## src/rtl/color_scan_sched.sv

```systemverilog
// Time-shares the colour-filter/centroid datapath across red, green and blue,
// admits one frame per enabled colour and publishes the best detected target.
module color_scan_sched #(
    parameter int unsigned c_nb_centroid    = 8,
    parameter int unsigned c_nb_prox        = 3,
    parameter int unsigned c_nb_timeout     = 20,
    parameter int unsigned c_timeout_cycles = 500000
) (
    input  logic                     clk,
    input  logic                     rst,
    input  logic                     en_i,
    input  logic [2:0]               color_en_i,
    input  logic                     capture_newframe_i,
    input  logic                     new_centroid_i,
    input  logic [c_nb_centroid-1:0] centroid_i,
    input  logic [c_nb_prox-1:0]     proximity_i,
    output logic [2:0]               rgbfilter_o,
    output logic                     newframe_o,
    output logic                     busy_o,
    output logic                     scan_done_o,
    output logic                     found_o,
    output logic [2:0]               best_color_o,
    output logic [c_nb_centroid-1:0] best_centroid_o,
    output logic [c_nb_prox-1:0]     best_prox_o,
    output logic                     timeout_o
);

    localparam logic [c_nb_timeout-1:0] c_cnt_last = c_nb_timeout'(c_timeout_cycles - 1);
    localparam logic [c_nb_timeout-1:0] c_cnt_max  = '1;

    localparam logic [2:0] c_red   = 3'b100;
    localparam logic [2:0] c_green = 3'b010;
    localparam logic [2:0] c_blue  = 3'b001;
    localparam logic [2:0] c_none  = 3'b000;

    typedef enum logic [2:0] {
        S_IDLE,
        S_SELECT,
        S_WAIT_FRAME,
        S_WAIT_RESULT,
        S_DONE
    } state_t;

    state_t                   state_q, state_d;
    logic [2:0]               mask_q, mask_d;
    logic [c_nb_timeout-1:0]  cnt_q, cnt_d;

    // working best of the scan in progress
    logic                     w_found_q, w_found_d;
    logic [2:0]               w_color_q, w_color_d;
    logic [c_nb_centroid-1:0] w_cent_q, w_cent_d;
    logic [c_nb_prox-1:0]     w_prox_q, w_prox_d;

    // registered outputs
    logic [2:0]               rgbfilter_q, rgbfilter_d;
    logic                     newframe_q, newframe_d;
    logic                     busy_q, busy_d;
    logic                     scan_done_q, scan_done_d;
    logic                     found_q, found_d;
    logic [2:0]               best_color_q, best_color_d;
    logic [c_nb_centroid-1:0] best_cent_q, best_cent_d;
    logic [c_nb_prox-1:0]     best_prox_q, best_prox_d;
    logic                     timeout_q, timeout_d;

    // state, working and output registers
    always_ff @(posedge clk or negedge rst) begin
        if (!rst) begin
            state_q      <= S_IDLE;
            mask_q       <= 3'b000;
            cnt_q        <= '0;
            w_found_q    <= 1'b0;
            w_color_q    <= 3'b000;
            w_cent_q     <= '0;
            w_prox_q     <= '0;
            rgbfilter_q  <= 3'b000;
            newframe_q   <= 1'b0;
            busy_q       <= 1'b0;
            scan_done_q  <= 1'b0;
            found_q      <= 1'b0;
            best_color_q <= 3'b000;
            best_cent_q  <= '0;
            best_prox_q  <= '0;
            timeout_q    <= 1'b0;
        end else begin
            state_q      <= state_d;
            mask_q       <= mask_d;
            cnt_q        <= cnt_d;
            w_found_q    <= w_found_d;
            w_color_q    <= w_color_d;
            w_cent_q     <= w_cent_d;
            w_prox_q     <= w_prox_d;
            rgbfilter_q  <= rgbfilter_d;
            newframe_q   <= newframe_d;
            busy_q       <= busy_d;
            scan_done_q  <= scan_done_d;
            found_q      <= found_d;
            best_color_q <= best_color_d;
            best_cent_q  <= best_cent_d;
            best_prox_q  <= best_prox_d;
            timeout_q    <= timeout_d;
        end
    end

    // next-state, working-best update and output decode
    always_comb begin
        state_d      = state_q;
        mask_d       = mask_q;
        cnt_d        = cnt_q;
        w_found_d    = w_found_q;
        w_color_d    = w_color_q;
        w_cent_d     = w_cent_q;
        w_prox_d     = w_prox_q;
        rgbfilter_d  = rgbfilter_q;
        newframe_d   = 1'b0;
        scan_done_d  = 1'b0;
        timeout_d    = 1'b0;
        found_d      = found_q;
        best_color_d = best_color_q;
        best_cent_d  = best_cent_q;
        best_prox_d  = best_prox_q;

        case (state_q)
            S_IDLE: begin
                rgbfilter_d = c_none;
                if (en_i && (color_en_i != 3'b000)) begin
                    mask_d    = color_en_i;
                    w_found_d = 1'b0;
                    w_color_d = c_none;
                    w_cent_d  = '0;
                    w_prox_d  = '0;
                    state_d   = S_SELECT;
                end
            end

            S_SELECT: begin
                if (!en_i) begin
                    rgbfilter_d = c_none;
                    state_d     = S_IDLE;
                end else begin
                    // fixed priority red, green, blue; consumed colour leaves the mask
                    if (mask_q[2]) begin
                        rgbfilter_d = c_red;
                        mask_d      = mask_q & 3'b011;
                    end else if (mask_q[1]) begin
                        rgbfilter_d = c_green;
                        mask_d      = mask_q & 3'b001;
                    end else begin
                        rgbfilter_d = c_blue;
                        mask_d      = 3'b000;
                    end
                    state_d = S_WAIT_FRAME;
                end
            end

            S_WAIT_FRAME: begin
                if (!en_i) begin
                    rgbfilter_d = c_none;
                    state_d     = S_IDLE;
                end else if (capture_newframe_i) begin
                    newframe_d = 1'b1;
                    cnt_d      = '0;
                    state_d    = S_WAIT_RESULT;
                end
            end

            S_WAIT_RESULT: begin
                if (!en_i) begin
                    rgbfilter_d = c_none;
                    state_d     = S_IDLE;
                end else if (new_centroid_i) begin
                    // strictly closer wins, so ties keep the earlier colour
                    if ((centroid_i != '0) && (!w_found_q || (proximity_i > w_prox_q))) begin
                        w_found_d = 1'b1;
                        w_color_d = rgbfilter_q;
                        w_cent_d  = centroid_i;
                        w_prox_d  = proximity_i;
                    end
                    state_d = (mask_q != 3'b000) ? S_SELECT : S_DONE;
                end else if (cnt_q >= c_cnt_last) begin
                    timeout_d = 1'b1;
                    state_d   = (mask_q != 3'b000) ? S_SELECT : S_DONE;
                end else if (cnt_q != c_cnt_max) begin
                    cnt_d = cnt_q + c_nb_timeout'(1);
                end
            end

            S_DONE: begin
                scan_done_d  = 1'b1;
                found_d      = w_found_q;
                best_color_d = w_color_q;
                best_cent_d  = w_cent_q;
                best_prox_d  = w_prox_q;
                if (en_i && (color_en_i != 3'b000)) begin
                    mask_d    = color_en_i;
                    w_found_d = 1'b0;
                    w_color_d = c_none;
                    w_cent_d  = '0;
                    w_prox_d  = '0;
                    state_d   = S_SELECT;
                end else begin
                    rgbfilter_d = c_none;
                    state_d     = S_IDLE;
                end
            end

            default: begin
                rgbfilter_d = c_none;
                state_d     = S_IDLE;
            end
        endcase

        busy_d = (state_d != S_IDLE);
    end

    assign rgbfilter_o     = rgbfilter_q;
    assign newframe_o      = newframe_q;
    assign busy_o          = busy_q;
    assign scan_done_o     = scan_done_q;
    assign found_o         = found_q;
    assign best_color_o    = best_color_q;
    assign best_centroid_o = best_cent_q;
    assign best_prox_o     = best_prox_q;
    assign timeout_o       = timeout_q;

endmodule

```

## config.mk

```make
export PLATFORM = sky130hd
export DESIGN_NAME = color_scan_sched
export DESIGN_NICKNAME = d
export VERILOG_FILES = /design/src/rtl/color_scan_sched.sv
export SDC_FILE = /design/constraint.sdc
export NUM_CORES = 1
export LEC_CHECK = 0
export CORE_MARGIN = 5
export CORE_UTILIZATION = 40
export CTS_CLUSTER_DIAMETER = 150
export DETAILED_ROUTE_END_ITERATION = 6
export HOLD_SLACK_MARGIN = 0.06
export PLACE_DENSITY = 0.66
export REMOVE_ABC_BUFFERS = 1
export SYNTH_ARGS = -nofsm -noshare
export SYNTH_HDL_FRONTEND = slang
export SYNTH_SLANG_ARGS = --single-unit
```

## constraint.sdc

```tcl
create_clock -name clk -period 2.7 [get_ports clk]
set_clock_uncertainty 0.1 [all_clocks]
set_input_delay 0.54 -clock clk [delete_from_list [all_inputs] [get_ports clk]]
set_output_delay 0.54 -clock clk [all_outputs]
set_load 0.005 [all_outputs]
```

run_1/cell_classes.png
(4 px per um) Fill, decap, tap and diode cells in gray.
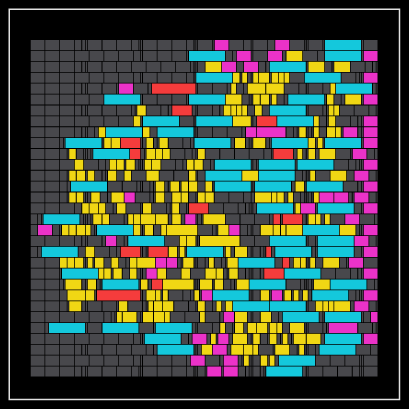
legend:
  yellow:
    class: all other logic
    cells: 218
  magenta:
    class: other buffers and delay cells
    cells: 54
  cyan:
    class: flip-flops
    cells: 63
  red:
    class: clock drivers and dummy loads
    cells: 16

run_1/port_nets.png
(4 px per um)
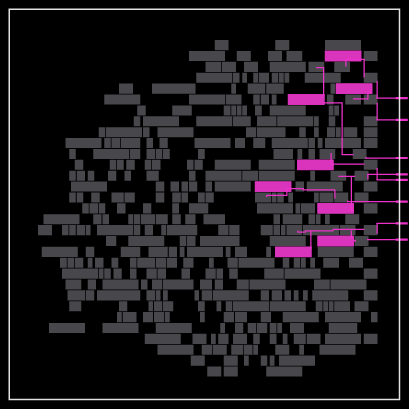
legend:
  magenta:
    port: best_centroid_o
    bits: 8
    direction: output
    edge: right
    end_cells: 8
    buffers: 8
    wire: 188 um
I/O Pins: 41
port bufs: 40

==> CHANGELOG.md, run 1 <==
### Physical design

- Core ar.: approximately 7300 sq um
- H-tree Lvls: 3
- Worst reg2reg endpoint: cnt_q[15]
- Dpl cells: approximately 430
- # Taps: about 100
- Reg2Reg Depth: 7
- Peak VDD IR: 0.230 mV
- Yosys cell types: about 45
- Num CTS Buffers: 9
- Starting DRT DRC Count: 75
- Signal inverters: 7
- Count leader, synth: dfrtp_1
- Seq area share: 41.2%
- Worst-path clk slew: approximately 0.07 ns
- GRT Util Overall: between 10% and 20%
- CP arrival: roughly 2.6 ns
- Post-synthesis mux area share: 6.91%
- CP max FO: 15
- CTS root buf: clkbuf_8
- Row count: 31
- DR vias/cell: roughly 5.2
- Status: complete, no violations
- Final core occ: a little over half
- Met2 wire length: 3.00 mm
- Post-synth top area cell: dfrtp_1
- Wire per inst: 14.2 um
- Cts repair resizes: 0
run_1/met2.png
(4 px per um) Cells faint in the background.
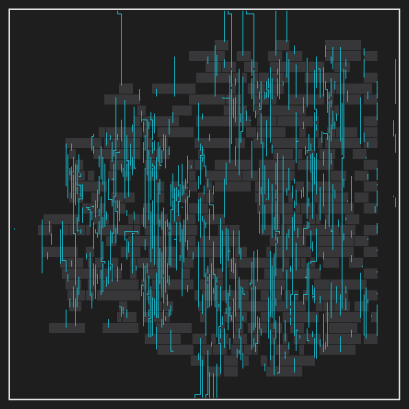
nets with wire on the layer: 317
main direction: vertical

run 1: placed cells by master (no fill, tap or decap), drive strengths merged, types with 9 or more instances in the layout:
| cell | synthesis | layout |
|---|---|---|
| or3 | 15 | 15 |
| nand3 | 11 | 11 |
| buf | 7 | 15 |
| and3 | 9 | 9 |
| clkbuf | 9 | 10 |
| o21ai | 30 | 30 |
| a21oi | 20 | 20 |
| nand2 | 43 | 43 |
| dfrtp | 63 | 63 |
| clkdlybuf4s50 | 0 | 39 |
| mux2 | 16 | 16 |
run 1: power by group:
group	internal, W	leakage (nW)	switching, W
Clock	0.000517	0.102	0.000369
Sequential	0.00101	0.870	0.0000605
Combinational	0.000167	0.706	0.000185
Total	0.00170	1.68	0.000615
--- run 2 (diff from run 1) ---
--- a/config.mk
+++ b/config.mk
@@ -5,12 +5,13 @@
 export SDC_FILE = /design/constraint.sdc
 export NUM_CORES = 1
 export LEC_CHECK = 0
+export ABC_AREA = 1
 export CORE_MARGIN = 5
 export CORE_UTILIZATION = 40
 export CTS_CLUSTER_DIAMETER = 150
 export DETAILED_ROUTE_END_ITERATION = 6
 export HOLD_SLACK_MARGIN = 0.06
-export PLACE_DENSITY = 0.66
+export PLACE_DENSITY = 0.65
 export REMOVE_ABC_BUFFERS = 1
 export SYNTH_ARGS = -nofsm -noshare
 export SYNTH_HDL_FRONTEND = slang
run_2/final_clocks.png
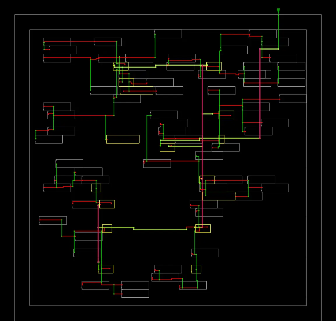
clk sinks: 63
# clk buffers: 9
clk latency late pin: 0.35 ns
Power Clock: 0.00101 W

==> CHANGELOG.md, run 2 <==
### Physical design

- Core ar.: 8590 sq um (+17%)
- Port bufs: 40 (unchanged)
- Post-synthesis mux area share: 0% (-6.9 points)
- Yosys cell types: 37 (-18%)
- Flop count: between 60 and 70
- Register share of total power: 41.1% (-5.3 points)
- Combinational cell power: 0.000582 W (+65%)
- Post-synth top area cell: dfrtp_1
- Worst-path clk slew: 0.08 ns (about the same)
- Cts repair resizes: 0 (unchanged)
- Pint: 0.00187 W (+10%)
- Peak VDD IR: 0.359 mV (+56%)
- Dpl cells: 590 (+36%)
- Top pwr grp: sequential cells
- Signal inverters: 49 (+42)
- I/O Pins: 41 (unchanged)
- Count leader, synth: nand2_1
- Psw: 0.000839 W (+37%)
- Final setup viols: 0
- Switching Share: 31.0% (+4.4 points)
- Row count: 34 (+9.7%)
- Status: complete, no violations
- DR vias/cell: 4.87 (-7.2%)
- Num CTS Buffers: 9 (unchanged)
- H-tree Lvls: 3 (unchanged)
- Reg2Reg Depth: 11 (+4)
- Wire per inst: 12.7 um (-11%)
- GRT Util Overall: 15.7% (+1.3 points)
- Sequential power: 0.00111 W (+4%)
- # Taps: 108 (+9.1%)
- CP max FO: 14 (-1)
- Seq area share: 37.6% (-3.6 points)
- Area leader share: between 40% and 50%
- Most numerous logic cells after layout: nand2_1, dfrtp_1, nand3_1, inv_1, clkdlybuf4s50_1
- Combinational Power Share: 21.5% (+6.2 points)
- Crit path cell chain: clkdlybuf4s50_1 > inv_1 > ha_1 > nand3b_1 > nand2_1 > a21oi_1 > o21ai_0 > nand3_2 > inv_2 > nand2_1 > nand2_1
- Starting DRT DRC Count: 144 (+92%)
- Met2 wire length: 3.58 mm (+19%)
- Worst reg2reg endpoint: cnt_q[15]
run_2/clock_map.png
(4 px per um)
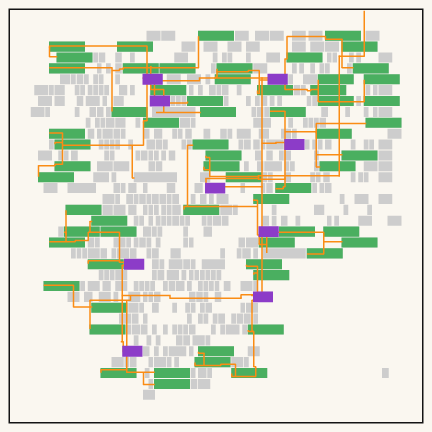
legend:
  orange:
    item: clock wires
    length: 925 um
  purple:
    item: cells driving clock nets
    count: 9
  green:
    item: flip-flops
    count: 63
routed clock nets: 10
flops lie: spread over the die
Clock Power Share: 37.4%

[run 2: netlist changes by cell type after synthesis, sizes merged, moves of 4 or more]
cell	change
inv	+41
or2	+6
nor2	+36
a21oi	-14
clkbuf	-8
nor2b	-6
mux2	-16
nand2	+114
and3	-9
nor3	+10
xor2	+4
nand3	+39
or3	-15
nor4	-4
[run 2: per-stage QoR]
stage | utilization (%) | setup WS (ns) | total power (W)
2_1_floorplan | - | 0.708 | 0.00148
3_3_place_gp | 45.9 | 0.230 | 0.00171
3_5_place_dp | 45.9 | 0.179 | 0.00172
4_1_cts | 48.7 | 0.529 | 0.00274
5_1_grt | 48.7 | 0.310 | 0.00286
6_report | 48.7 | 0.518 | 0.00271
--- run 3 (diff from run 2) ---
--- a/config.mk
+++ b/config.mk
@@ -11,7 +11,7 @@
 export CTS_CLUSTER_DIAMETER = 150
 export DETAILED_ROUTE_END_ITERATION = 6
 export HOLD_SLACK_MARGIN = 0.06
-export PLACE_DENSITY = 0.65
+export PLACE_DENSITY = 0.68
 export REMOVE_ABC_BUFFERS = 1
 export SYNTH_ARGS = -nofsm -noshare
 export SYNTH_HDL_FRONTEND = slang
==> constraint.sdc (replaced) <==
create_clock -name clk -period 1.9 [get_ports clk]
set_clock_uncertainty 0.1 [all_clocks]
set_input_delay 0.38 -clock clk [delete_from_list [all_inputs] [get_ports clk]]
set_output_delay 0.38 -clock clk [all_outputs]
set_load 0.005 [all_outputs]
run_3/cell_classes.png
(4 px per um) Fill, decap, tap and diode cells in gray.
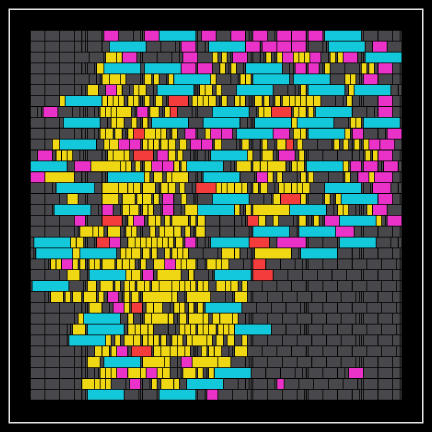
legend:
  yellow:
    class: all other logic
    cells: 375
  cyan:
    class: flip-flops
    cells: 63
  magenta:
    class: other buffers and delay cells
    cells: 84
  red:
    class: clock drivers and dummy loads
    cells: 16
Seq area share: 34.7%
final core occ: 53.0%
Core ar.: 8590 sq um
row count: 34
design area: 4550 sq um

==> CHANGELOG.md, run 3 <==
### Physical design

- Count leader, synth: nand2_1
- Peak VDD IR: 0.624 mV (+74%)
- Clock Power Share: 28.6% (-8.8 points)
- Post-synthesis mux area share: 0% (unchanged)
- Pint: 0.00236 W (+26%)
- Yosys cell types: 37 (unchanged)
- DRC errors left: 0
- CP required: around 2 ns
- Num CTS Buffers: 9 (unchanged)
- CP max FO: 18 (+4)
- Setup ws final: 0.0870 ns (-0.431 ns)
- Hpwl dp: 5.88 mm
- GRT Util Overall: 16.9% (+1.2 points)
- Reg2Reg Depth: 9 (-2)
- Status: complete, no violations
- I/O Pins: 41 (unchanged)
- Psw: 0.00128 W (+53%)
- Grt met2 use: approximately 26%
- Ys async rst share: 100%
- Worst reg2reg endpoint: cnt_q[15]
- Port bufs: 40 (unchanged)
- Setup WS pre-CTS: -0.353 ns (-0.533 ns)
- Worst-path clk slew: 0.07 ns (about the same)
- Clk sinks: 63 (unchanged)
- Combinational Power Share: 28.0% (+6.5 points)
- Switching Share: 35.2% (+4.2 points)
- Most numerous logic cells after layout: nand2_1, dfrtp_1, nand3_1, inv_1, buf_4
- Sequential power: 0.00158 W (+42%)
- First-pass iteration count of the detailed router: 5
- Cts repair resizes: 4 (+4)
- Clk latency late pin: 0.35 ns (about the same)
- Area leader share: 45.6% (unchanged)
- Met2 wire length: 3.94 mm (+10%)
- Starting DRT DRC Count: 145 (+0.69%)
- Register share of total power: 43.4% (+2.3 points)
- Combinational cell power: 0.00102 W (+75%)
- Final setup viols: 0 (unchanged)
run_3/clock_map.png
(4 px per um)
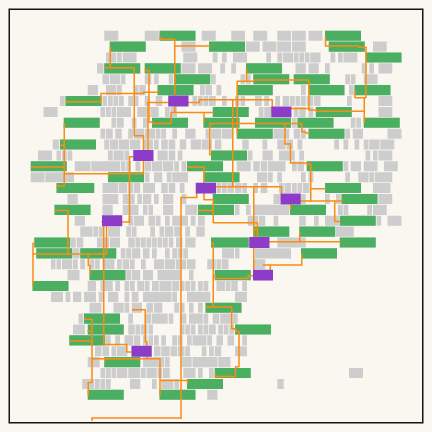
legend:
  orange:
    item: clock wires
    length: 918 um
  purple:
    item: cells driving clock nets
    count: 9
  green:
    item: flip-flops
    count: 63
flops lie: spread over the die

-- run 3: cell count changes in the layout (fill, tap and decap cells not counted), moves of 3 or more --
cell and delta:
buf_4 +33, buf_6 +3, bufinv_16 -3, clkdlybuf4s50_1 -3
clkinvlp_4 +3, dlymetal6s2s_1 +3, ha_1 -3
-- run 3: critical path: stages (launching register included) --
cell and delay [ns]:
dfrtp_1 0.39, ha_2 0.21, nand3_4 0.11, nor3_4 0.06, nand4_1 0.11, nand2_2 0.08
nor2_4 0.31, nand2_8 0.16, nand2_1 0.11, o21ai_2 0.05
-- run 3: layout make-up --
type	count	area, sq um	area share, %
Multi-Input combinational cell	326	1720	37.7
Sequential cell	63	1580	34.7
Timing Repair Buffer	84	759	16.7
Inverter	49	186	4.10
Tap cell	108	135	2.97
Clock buffer	9	124	2.72
Clock inverter	7	50.0	1.10
Power figures rest on the tool's default switching activity, not on a simulated workload.
